==> config.mk <==
export PLATFORM = sky130hd
export DESIGN_NAME = uart_resp_tx
export DESIGN_NICKNAME = d
export VERILOG_FILES = /design/src/rtl/uart_pkg.sv /design/src/rtl/uart_resp_tx.sv
export SDC_FILE = /design/constraint.sdc
export NUM_CORES = 1
export LEC_CHECK = 0
export CAP_MARGIN = 5
export CORE_MARGIN = 3
export CORE_UTILIZATION = 30
export CTS_BUF_LIST = sky130_fd_sc_hd__clkbuf_4 sky130_fd_sc_hd__clkbuf_8 sky130_fd_sc_hd__clkbuf_16
export CTS_CLUSTER_DIAMETER = 30
export CTS_CLUSTER_SIZE = 30
export DETAILED_ROUTE_END_ITERATION = 7
export MAX_ROUTING_LAYER = met4
export SETUP_SLACK_MARGIN = 0.2
export SLEW_MARGIN = 40
export SYNTH_ARGS = -nofsm -noshare
export SYNTH_HDL_FRONTEND = slang
export SYNTH_SLANG_ARGS = --single-unit
==> constraint.sdc <==
create_clock -name clk -period 7.1 [get_ports clk]
set_input_delay 1.065 -clock clk [delete_from_list [all_inputs] [get_ports clk]]
set_output_delay 1.065 -clock clk [all_outputs]
set_load 0.005 [all_outputs]
Figure 1. Congestion heat map (run 1).
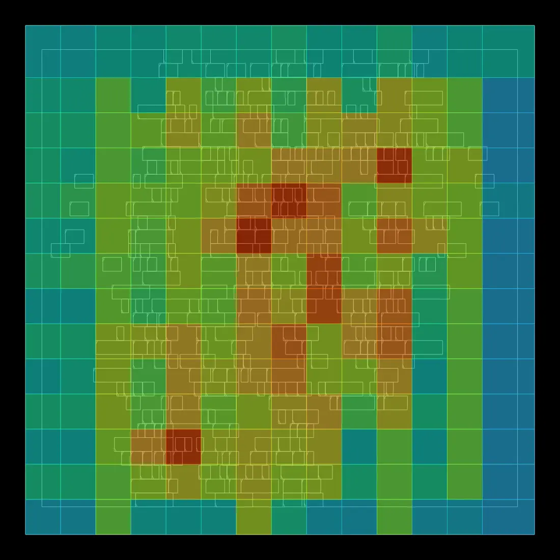
WL per Instance: 14.13 µm
Most Crowded Layer GR: met2
routing usage on met3: 1.876%

Figure 2. Local utilization (run 1).
Bar = 20 µm. 10 x 10 tiles, from dark blue (low) to red (high), 0 to 100% covered.
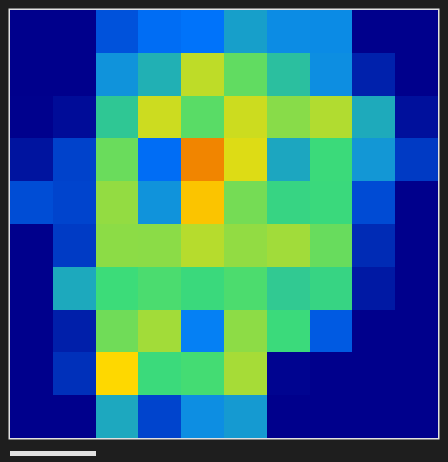
fullest tile = 85%
nearly empty tiles = 27%
mean over tiles = 30%
densest ninth of the die = centre
Core ar.: 8382 µm²
Post-Route Utilization: 36.86%
Core Density at Floorplan: 31.59%

Figure 3. Placement by cell class (run 1).
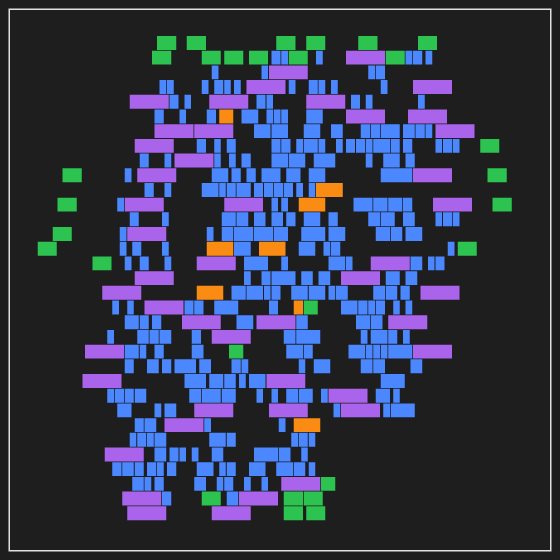
green -> remaining buffers and delay cells  # cells 29, share of their area 9.6%
purple -> registers  # cells 46, share of their area 31%
blue -> remaining logic cells  # cells 287, share of their area 56%
orange -> clock drivers and dummy loads  # cells 8, share of their area 3.2%
design area: 3089 µm²
sequential share of cell area: 29.81%

==> qor.csv, run 1 <==
stage,metric,value,unit
critical_path,required,7330,ps
timing,skew,3.784,ps
timing,fin_crit_sh,51.21,%
yosys,synthCells,352,
yosys,synth_flops,46,
timing,maxSlewHeadroom,52.05,%
die,io_pins,27,
yosys,netlist-cell-type-count,62,
yosys,yosysChipArea,2648,µm²
critical_path,start_kind,flip-flop,
pwr,p_seq,276,µW
clocking,insertion_delay,300,ps
yosys,synth_area,2648,µm²
layout,clkbuf_count,7,
critical_path,worstPathCellList,"or4_4, or4_1, nand2_1, a31o_2, nand2b_1, a2111oi_0, a2111o_1, a41oi_2",
global_routing,grt_use_met2,22.47,%
yosys,ys_sh_xor,3.639,%
timing,max_freq,0.2750,GHz
run,warnings,28,
layout,flops,46,
pwr,power_density,165.0,nW/µm²
layout,layout.area.seq,920.9,µm²
clocking,clock_path_buffers,2,
drt,dr.max_layer_used,met4,
global_routing,grt_pass1_vias,2385,
yosys,fp_nets,381,
die,die_w,99.94,µm
yosys,ys_sh_mux,0.3781,%
pwr,p_clk,171,µW
drt,wl_met3,291,µm
pwr,powerComb,62.5,µW
critical_path,worstPathMaxFanout,20,
die,nWellTaps,105,
pwr,combPwrFrac,12.3,%
hold_path,hold_path_class,reg2reg,
yosys,yosys-stat-cells,352,
layout,nFillCells,897,
yosys,most_common_cell,nand2_1,
pwr,switching_share,25.79,%
drt,first_pass_iters,4,
timing,finalHoldViolations,0,
yosys,yosysTopAreaCellShare,34.78,%
yosys,yosysTopAreaCell,dfxtp_1,
critical_path,cp-end-kind,flip-flop,
clocking,cts_htree_levels,2,
layout,final_cell_mix,"58 x nand2_1, 46 x dfxtp_1, 38 x a21oi_1",
yosys,top_logic_kind,simple AND/OR/NAND/NOR gates,
critical_path,r2r_cells,8,
pwr,peakVddDrop,75.47,µV
timing,tightest_slew,716.6,ps
timing,timing.setup.tns,0,ps
global_routing,grt_pass1_wl,11200,µm
placed_design,placed_cell_area,2985,µm²
drt,drt_iter0_drc,241,
layout,sh_comb_area,52.86,%
drt,routed_wl,6711,µm
yosys,synth.avg_cell_area,7.521,µm²
layout,buffer_area_share,9.154,%
placed_design,io_buffer_count,26,
global_routing,grt_usage,14.12,%
critical_path,crit_cells,8,
yosys,yosysWarnings,0,
critical_path,critical_path_class,reg2reg,
global_routing,grt_max_degree,44,
layout,synthToLayoutAreaGrowth,16.68,%
timing,finalSetupViolations,0,
timing,setup_slack,3464,ps
die,rows,33,
clocking,cts.repair.resized,0,
drt,wl_met2,3064,µm
critical_path,critical_path_arrival,3860,ps
clocking,cts_inserted_buffers,5,
pwr,finalPower,509.8,µW
global_routing,grt_overflow,0,
placed_design,gp_congestion,0.8192,
outcome,status,completed,
clocking,postCtsSetupBuffers,0,
yosys,aoi_share,23.87,%
layout,diodes,0,
yosys,yosys-top-cells-count,"59 x nand2_1, 46 x dfxtp_1, 38 x a21oi_1",
layout,drive_above_1_share,6.216,%
yosys,adder_share,2.836,%
drt,ant_nets,0,
==> run 1 -> run 2 <==
- clock period: 7.1 -> 3.6 ns (I/O delays scaled with it)
Figure 4. Placement by cell class (run 2).
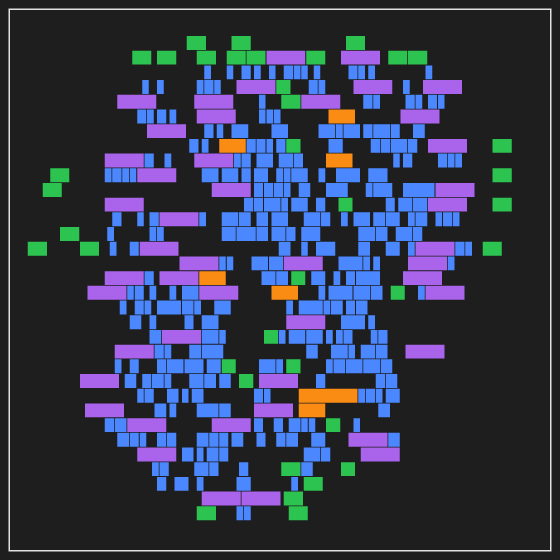
orange -> clock drivers and dummy loads  # cells 7, share of their area 3.7%
green -> remaining buffers and delay cells  # cells 37, share of their area 11%
purple -> registers  # cells 46, share of their area 30%
blue -> remaining logic cells  # cells 287, share of their area 54%
Post-Route Utilization: 37.62%
sequential share of cell area: 29.21%
Rows: 33
design area: 3153 µm²

==> run 2 against run 1 <==
  * Die size is the same
  * Via count is 0.39% lower
  * Utilization rose by 0.76 points
  * Routed wire length about the same
  * Non-clock buffer count increased by 8
  * Global-route usage up 0.29 points
  * Final cell count rose by 1.5%
  * Sequential share of layout area fell by 0.60 points
  * Clock power rose by 130%
  * First-iteration DRC count down 25%
  * Largest power group unchanged
==> qor.csv, run 2 <==
stage,metric,value,unit,change
outcome,status,completed,,
yosys,synth_area,2648,µm²,unchanged
pwr,powerComb,128,µW,+100%
clocking,cts.repair.resized,0,,unchanged
critical_path,cp-end-kind,flip-flop,,
yosys,ys_sh_xor,3.639,%,unchanged
pwr,peakVddDrop,145.7,µV,+93%
placed_design,placed_cell_area,3040,µm²,+1.8%
drt,routed_wl,6705,µm,about the same
layout,sh_comb_area,51.35,%,-1.5 points
clocking,postCtsSetupBuffers,0,,unchanged
drt,dr.max_layer_used,met4,,
drt,wl_met2,3037,µm,-0.88%
critical_path,crit_cells,9,,+1
critical_path,start_kind,flip-flop,,
timing,fin_crit_sh,90.88,%,+40 points
drt,ant_nets,0,,unchanged
drt,wl_met3,279,µm,-4.1%
timing,setup_slack,328.4,ps,-3136 ps
pwr,p_seq,544,µW,+97%
timing,maxSlewHeadroom,59.86,%,+7.8 points
global_routing,grt_usage,14.41,%,+0.29 points
yosys,yosysWarnings,0,,unchanged
drt,first_pass_iters,5,,+1
yosys,netlist-cell-type-count,62,,unchanged
pwr,switching_share,24.19,%,-1.6 points
layout,nFillCells,879,,-2.0%
die,core_region_area,8382,µm²,unchanged
die,initial_utilization,31.59,%,unchanged
die,io_pins,27,,unchanged
yosys,adder_share,2.836,%,unchanged
timing,tightest_slew,602.0,ps,-114.6 ps
pwr,power_density,338.3,nW/µm²,+100%
critical_path,critical_path_class,reg2reg,,
pwr,combPwrFrac,12.0,%,-0.3 points
yosys,yosys-stat-cells,352,,unchanged
critical_path,required,3770,ps,-3560 ps
timing,skew,5.355,ps,+1.570 ps
layout,clkbuf_count,6,,-1
global_routing,grt_pass1_vias,2421,,+1.5%
yosys,most_common_cell,nand2_1,,
clocking,cts_htree_levels,2,,unchanged
critical_path,critical_path_arrival,3440,ps,-420 ps
layout,synthToLayoutAreaGrowth,19.09,%,
timing,finalHoldViolations,0,,unchanged
global_routing,grt_max_degree,32,,-27%
layout,layout.area.seq,920.9,µm²,unchanged
hold_path,hold_path_class,reg2reg,,
layout,final_cell_mix,"59 x nand2_1, 46 x dfxtp_1, 38 x a21oi_1",,
layout,drive_above_1_share,7.162,%,+0.95 points
clocking,insertion_delay,300,ps,about the same
layout,flops,46,,unchanged
layout,nets,406,,
placed_design,gp_congestion,0.9327,,+14%
critical_path,worstPathMaxFanout,16,,-20%
yosys,synth_flops,46,,unchanged
die,die_w,99.94,µm,unchanged
yosys,yosysTopAreaCell,dfxtp_1,,
yosys,top_logic_kind,simple AND/OR/NAND/NOR gates,,
pwr,finalPower,1067,µW,+110%
clocking,clock_path_buffers,2,,unchanged
yosys,aoi_share,23.87,%,unchanged
global_routing,grt_use_met2,23.09,%,+0.62 points
die,nWellTaps,105,,unchanged
clocking,cts_inserted_buffers,5,,unchanged
critical_path,r2r_cells,9,,+1
timing,max_freq,0.3057,GHz,+11%
yosys,yosysTopAreaCellShare,34.78,%,unchanged
placed_design,io_buffer_count,26,,unchanged
pwr,p_clk,395,µW,+130%
layout,buffer_area_share,10.87,%,+1.7 points
layout,diodes,0,,unchanged
critical_path,worstPathCellList,"or4_4, or4_1, buf_4, a21o_1, a22oi_1, nand2b_1, a2111oi_0, a2111o_1, a41oi_2",,
No activity file was given, so power comes from the tool's default toggle rates.
